[config.mk]
export PLATFORM = sky130hd
export DESIGN_NAME = valid_timer
export DESIGN_NICKNAME = d
export VERILOG_FILES = /design/src/rtl/valid_timer.sv
export SDC_FILE = /design/constraint.sdc
export NUM_CORES = 1
export LEC_CHECK = 0
export CELL_PAD_IN_SITES_DETAIL_PLACEMENT = 1
export CELL_PAD_IN_SITES_GLOBAL_PLACEMENT = 1
export CORE_MARGIN = 2
export CORE_UTILIZATION = 49
export CTS_BUF_LIST = sky130_fd_sc_hd__clkbuf_4
export CTS_CLUSTER_DIAMETER = 150
export CTS_CLUSTER_SIZE = 40
export DETAILED_ROUTE_END_ITERATION = 12
export PLACE_DENSITY_LB_ADDON = 0.1
export SYNTH_ARGS = -nofsm -noshare
export SYNTH_HDL_FRONTEND = slang
export SYNTH_SLANG_ARGS = --single-unit
[constraint.sdc]
create_clock -name clock -period 2.3 [get_ports clock]
set_input_delay 0.345 -clock clock [delete_from_list [all_inputs] [get_ports clock]]
set_output_delay 0.345 -clock clock [all_outputs]
set_load 0.02 [all_outputs]
[src/rtl/valid_timer.sv]
// ---------------------------------------------------------------------------
// valid_timer
//
// Purpose:
//   Generates the one-cycle advance pulse (o_valid) for a downstream LED shift
//   register. It supports two modes:
//   - Free-run: while i_enable is high, the counter runs. It pulses once every
//     LIMIT[i_sel]+1 cycles.
//   - Single-step: while i_enable is low, each rising edge of i_step produces
//     exactly one pulse.
//
// Ports:
//   clock      - single clock, all state updates on its rising edge
//   i_reset_n  - synchronous, active-low reset
//   i_enable   - free-run request (level)
//   i_sel      - period select, picks LIMIT_0..LIMIT_3
//   i_step     - single-step request (rising-edge sensitive)
//   o_valid    - registered one-cycle advance pulse
//   o_running  - registered, high exactly while the FSM is in RUN
//
// Parameters:
//   NB_COUNTER - counter width in bits
//   LIMIT_n    - terminal count for i_sel = n (must fit in NB_COUNTER bits)
// ---------------------------------------------------------------------------
module valid_timer #(
  parameter int NB_COUNTER = 32,
  parameter int LIMIT_0    = (2**23)-1,
  parameter int LIMIT_1    = (2**24)-1,
  parameter int LIMIT_2    = (2**25)-1,
  parameter int LIMIT_3    = (2**26)-1
) (
  input  logic       clock,
  input  logic       i_reset_n,
  input  logic       i_enable,
  input  logic [1:0] i_sel,
  input  logic       i_step,
  output logic       o_valid,
  output logic       o_running
);

  typedef enum logic [1:0] {
    IDLE = 2'd0,
    RUN  = 2'd1,
    STEP = 2'd2
  } state_t;

  localparam logic [NB_COUNTER-1:0] LIM_0 = NB_COUNTER'(LIMIT_0);
  localparam logic [NB_COUNTER-1:0] LIM_1 = NB_COUNTER'(LIMIT_1);
  localparam logic [NB_COUNTER-1:0] LIM_2 = NB_COUNTER'(LIMIT_2);
  localparam logic [NB_COUNTER-1:0] LIM_3 = NB_COUNTER'(LIMIT_3);

  state_t                state;
  logic [NB_COUNTER-1:0] counter;
  logic [NB_COUNTER-1:0] limit;
  logic                  step_prev;
  logic                  step_edge;
  logic                  terminal;

  // Select the active terminal count. The limit is compared against the
  // counter with >= rather than ==. If i_sel switches to a smaller limit
  // mid-count, the timer fires at once instead of wrapping through the full
  // counter range.
  //
  // A terminal count is held off while o_valid is already high. This only
  // matters when the limit is 0, because the counter sits at 0 right after
  // every pulse. In that case the timer takes one extra increment, so a zero
  // limit gives a pulse every second cycle and o_valid is never high twice in
  // a row.
  always_comb begin
    limit = LIM_0;
    case (i_sel)
      2'd0:    limit = LIM_0;
      2'd1:    limit = LIM_1;
      2'd2:    limit = LIM_2;
      default: limit = LIM_3;
    endcase
    step_edge = i_step & ~step_prev;
    terminal  = (counter >= limit) && !o_valid;
  end

  // Main FSM with registered outputs.
  //
  // step_prev resets to 1. As a result, an i_step held high through reset
  // release is not seen as an edge.
  //
  // Step edges are only acted on in IDLE, and only when i_enable is low.
  // Edges seen in any other case are dropped and not queued.
  //
  // When the FSM leaves RUN because i_enable falls, the counter holds its
  // value so that a later return to RUN resumes the count where it paused.
  always_ff @(posedge clock) begin
    if (!i_reset_n) begin
      state     <= IDLE;
      counter   <= '0;
      o_valid   <= 1'b0;
      o_running <= 1'b0;
      step_prev <= 1'b1;
    end else begin
      step_prev <= i_step;
      o_valid   <= 1'b0;
      o_running <= 1'b0;
      case (state)
        IDLE: begin
          if (i_enable) begin
            state     <= RUN;
            o_running <= 1'b1;
          end else if (step_edge) begin
            state   <= STEP;
            o_valid <= 1'b1;
          end
        end
        RUN: begin
          if (!i_enable) begin
            state <= IDLE;
          end else begin
            o_running <= 1'b1;
            if (terminal) begin
              counter <= '0;
              o_valid <= 1'b1;
            end else begin
              counter <= counter + 1'b1;
            end
          end
        end
        STEP: begin
          state   <= IDLE;
          counter <= '0;
        end
        default: begin
          state <= IDLE;
        end
      endcase
    end
  end

  // Structural invariants of the outputs.
  a_no_double_valid: assert property (
    @(posedge clock) disable iff (!i_reset_n) o_valid |=> !o_valid
  );

  a_running_is_run: assert property (
    @(posedge clock) disable iff (!i_reset_n) o_running == (state == RUN)
  );

endmodule

Figure 1. Metal 3 (run 1).
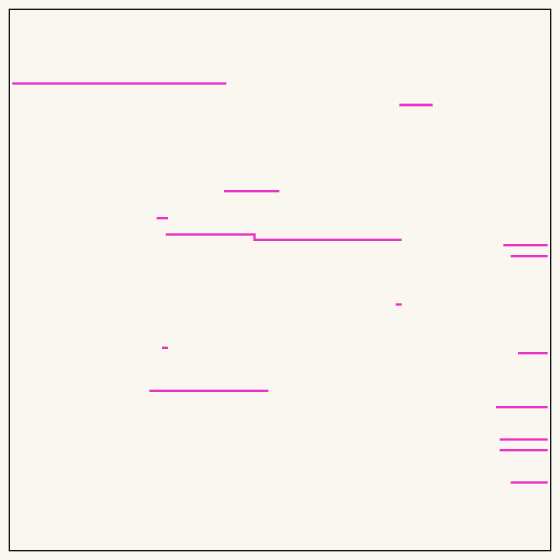
The layer carries 119 um of wire. 10 nets have wire on it. The layer holds 2.6% of the routed length. The wires run mostly horizontal.

Figure 2. Floorplan with the power grid (run 1).
Scale bar: 20 um. Pins as bars on the die edge.
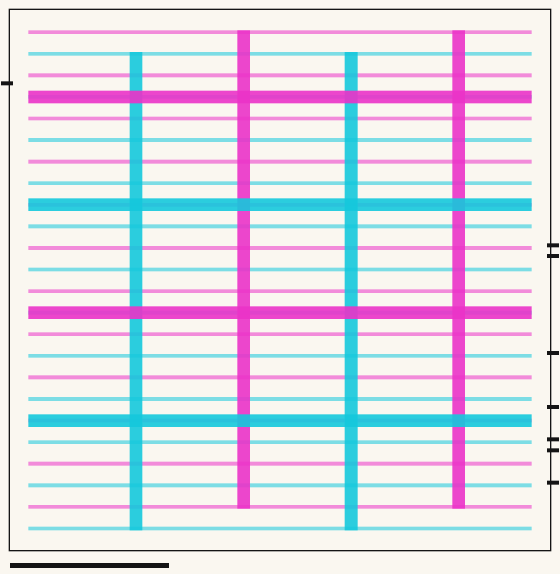
VDD: drawn in magenta. VSS: drawn in cyan.
4 straps on met4. 24 met1 rails follow the rows. 8 signal pins sit on the boundary.

Figure 3. The metal 2 layer (run 1).
Scale bar: 20 um.
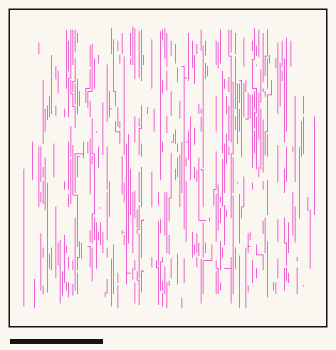
The layer holds 49% of the routed length. 222 nets have wire on it.
via count: 1603
met2 usage: 35.80%
final WL: 4.604 mm

Figure 4. Routed metal, one colour a layer (run 1).
Scale bar: 20 um. Two of the layers only.
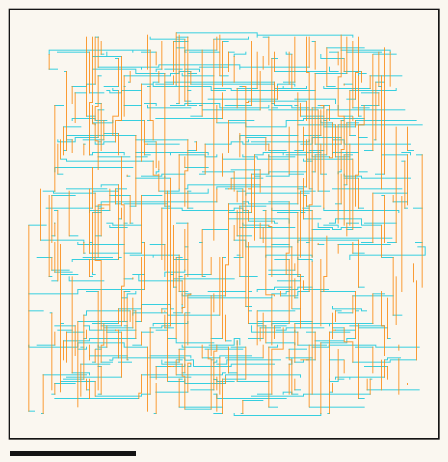
met1: drawn in cyan, wire length 2150 um. met2: drawn in orange, wire length 2280 um.

==> flow_metrics.env, run 1 <==
# implementation run metrics
export IMPL_synth_cell_types=41
export IMPL_gr_usage_met3_pct=4.441
export IMPL_use_met1_pct=27.66
export IMPL_critical_path_buf_inv_count=3
export IMPL_ys_seq_share_pct=36.82
export IMPL_slew_viol_final=0
export IMPL_cp_end_kind="flip-flop"
export IMPL_warnings=26
export IMPL_swShare_pct=21.87
export IMPL_grt_pass1_wl_mm=7.514
export IMPL_ys_cells=216
export IMPL_maxClockFrequency_ghz=0.5009
export IMPL_grt_overflow_total=0
export IMPL_net_switching_power_mw=0.2482
export IMPL_nets=241
export IMPL_final_cell_area_um2=2253
export IMPL_lay_top_count="dfxtp_1"
export IMPL_outcome="complete, no violations"
export IMPL_fin_cells=281
export IMPL_holdPathStages=1
export IMPL_logic_family="simple AND/OR/NAND/NOR gates"
export IMPL_critPathTopFamily="AND-OR/OR-AND gates"
export IMPL_worstSetupPathDepth=9
export IMPL_nNonClkInverters=8
export IMPL_area_growth_pct=12.00
export IMPL_cts_max_level=2
export IMPL_cp_slowest_stage_delay_ps=500
export IMPL_slowest_stage="clkdlybuf4s50_1"
export IMPL_top_layer="met4"
export IMPL_top_register="counter"
export IMPL_drtIter0Drc=50
export IMPL_wl_met2_mm=2.277
export IMPL_synth_edff_count=0
export IMPL_diodes=0
export IMPL_syn_nets=226
export IMPL_power_density_nw_per_um2=503.7
export IMPL_p_leak_nw=0.7422
export IMPL_worstRegToRegCells=6
export IMPL_ys_async_sr_fraction_pct=0
export IMPL_xor_area_share_pct=13.06
export IMPL_hold_class="reg -> reg"
export IMPL_met3_length_um=118
export IMPL_maxSlewHeadroom_pct=72.46
export IMPL_rrSetupSlack_ps=320
export IMPL_clock_path_buffers=2
export IMPL_initCoreUtil_pct=50.66
export IMPL_cts_root_buffer="clkbuf_4"
## Run 2: what changed since run 1
--- a/config.mk
+++ b/config.mk
@@ -13,7 +13,7 @@
 export CTS_CLUSTER_DIAMETER = 150
 export CTS_CLUSTER_SIZE = 40
 export DETAILED_ROUTE_END_ITERATION = 12
-export PLACE_DENSITY_LB_ADDON = 0.1
+export PLACE_DENSITY = 0.82
 export SYNTH_ARGS = -nofsm -noshare
 export SYNTH_HDL_FRONTEND = slang
 export SYNTH_SLANG_ARGS = --single-unit
Figure 5. Floorplan with the power grid (run 2).
Scale bar: 20 um. Pins as bars on the die edge.
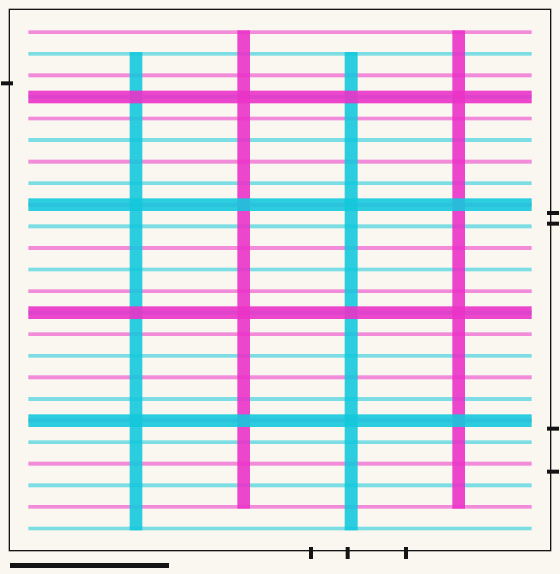
VSS: drawn in cyan. VDD: drawn in magenta.
The core has 23 rows. 24 met1 rails follow the rows. 4 straps on met4.

Figure 6. Routed metal, one colour a layer (run 2).
Scale bar: 20 um. Two of the layers only.
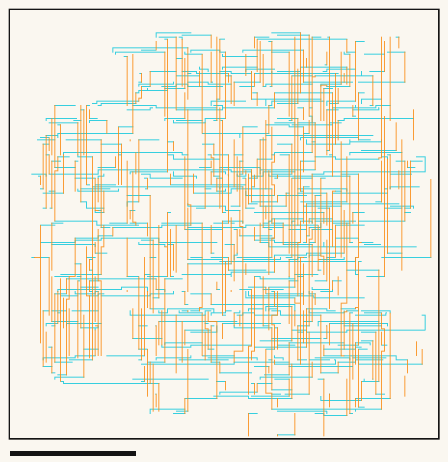
met2: drawn in orange, wire length 2320 um. met1: drawn in cyan, wire length 2140 um.
Global Route Usage Sum: 22.82%
Avg WL per Cell: 16.80 um
final WL: 4.670 mm

==> run 2 against run 1 <==
  * Synthesized area unchanged
  * Combinational power up 1%
  * Critical path type unchanged
  * Utilization down 0.91 points
==> flow_metrics.env, run 2 <==
# implementation run metrics
export IMPL_hold_class="reg -> reg"
export IMPL_slew_viol_final=0
export IMPL_wl_met2_mm=2.315
export IMPL_logic_family="simple AND/OR/NAND/NOR gates"
export IMPL_power_density_nw_per_um2=520.0
export IMPL_slowest_stage="clkdlybuf4s50_1"
export IMPL_cp_end_kind="flip-flop"
export IMPL_clock_path_buffers=2
export IMPL_final_cell_area_um2=2217
export IMPL_top_layer="met4"
export IMPL_cts_root_buffer="clkbuf_4"
export IMPL_nNonClkInverters=8
export IMPL_drtIter0Drc=90
export IMPL_outcome="complete, no violations"
export IMPL_maxSlewHeadroom_pct=60.96
export IMPL_critical_path_buf_inv_count=3
export IMPL_warnings=26
export IMPL_use_met1_pct=28.10
export IMPL_net_switching_power_mw=0.2625
export IMPL_nets=237
export IMPL_vias=1603
export IMPL_worstSetupPathDepth=9
export IMPL_grt_overflow_total=0
export IMPL_ys_cells=216
## Run 3: what changed since run 2
--- a/config.mk
+++ b/config.mk
@@ -7,6 +7,7 @@
 export LEC_CHECK = 0
 export CELL_PAD_IN_SITES_DETAIL_PLACEMENT = 1
 export CELL_PAD_IN_SITES_GLOBAL_PLACEMENT = 1
+export CORE_ASPECT_RATIO = 1.2
 export CORE_MARGIN = 2
 export CORE_UTILIZATION = 49
 export CTS_BUF_LIST = sky130_fd_sc_hd__clkbuf_4
Figure 7. The metal 2 layer (run 3).
Scale bar: 20 um.
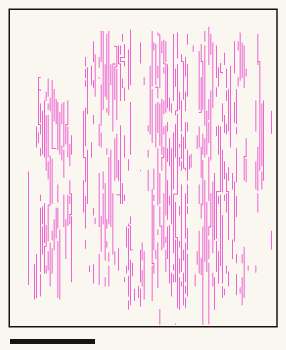
final WL: 4.682 mm
met2 usage: 42.05%
via count: 1625

Figure 8. Clock nets (run 3).
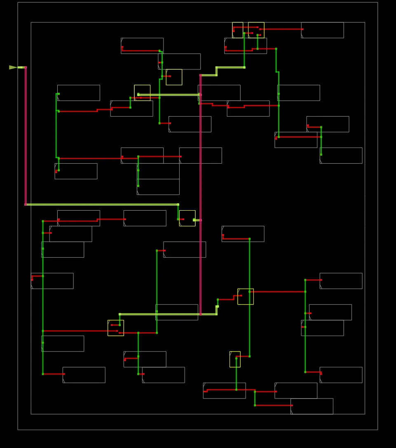
Latency at later pin: 350 ps
Setup Skew: 6.844 ps
clock tree sinks: 37

==> run 3 against run 2 <==
  * Clock-buffer cell count is 1 higher
  * Fmax is 1.7% lower
  * Worst setup slack worse by 35 ps
  * Critical endpoint is now counter[10]$_SDFFE_PN0P_
  * Largest power group unchanged
==> flow_metrics.env, run 3 <==
# implementation run metrics
export IMPL_track_usage_pct=22.52
export IMPL_wl_met1_mm=2.057
export IMPL_outcome="complete, no violations"
export IMPL_slew_viol_final=0
export IMPL_nNonClkInverters=8
export IMPL_net_switching_power_mw=0.2566
export IMPL_final_cell_area_um2=2198
export IMPL_grt_overflow_total=0
export IMPL_cts_root_buffer="clkbuf_4"
export IMPL_logic_family="simple AND/OR/NAND/NOR gates"
export IMPL_worst_r2r_endpoint="counter[10]$_SDFFE_PN0P_"
export IMPL_top_power_group="registers"
export IMPL_clock_path_buffers=2
export IMPL_netlist_instances=216
export IMPL_slowest_stage="dfxtp_1"
export IMPL_maxSlewHeadroom_pct=55.58
export IMPL_topCellsByArea="dfxtp_1, xnor2_1, nor3_2"
export IMPL_num_rows=25
export IMPL_fillers=475
export IMPL_wire_per_inst_um=16.60
export IMPL_min_period_over_period_pct=88.76
export IMPL_warnings=26
export IMPL_power_density_nw_per_um2=478.2
export IMPL_drtIter0Drc=62
export IMPL_top_layer="met4"
export IMPL_critical_path_buf_inv_count=1
export IMPL_setup_viol=0
export IMPL_use_met1_pct=25.85
export IMPL_ys_cells=216
export IMPL_worstSetupPathDepth=7
export IMPL_hold_class="reg -> reg"
export IMPL_wl_met2_mm=2.479
export IMPL_rsz0062_at_grt="false"
export IMPL_cp_end_kind="flip-flop"
export IMPL_nets=237
export IMPL_cts_tree="done"
export IMPL_finalWorstSetupSlack_ps=258.6
export IMPL_die_area_um2=4637
export IMPL_cts_inserted_buffers=5
export IMPL_dpl_cell_area_um2=2143
Power is estimated from default activity; no workload was simulated.
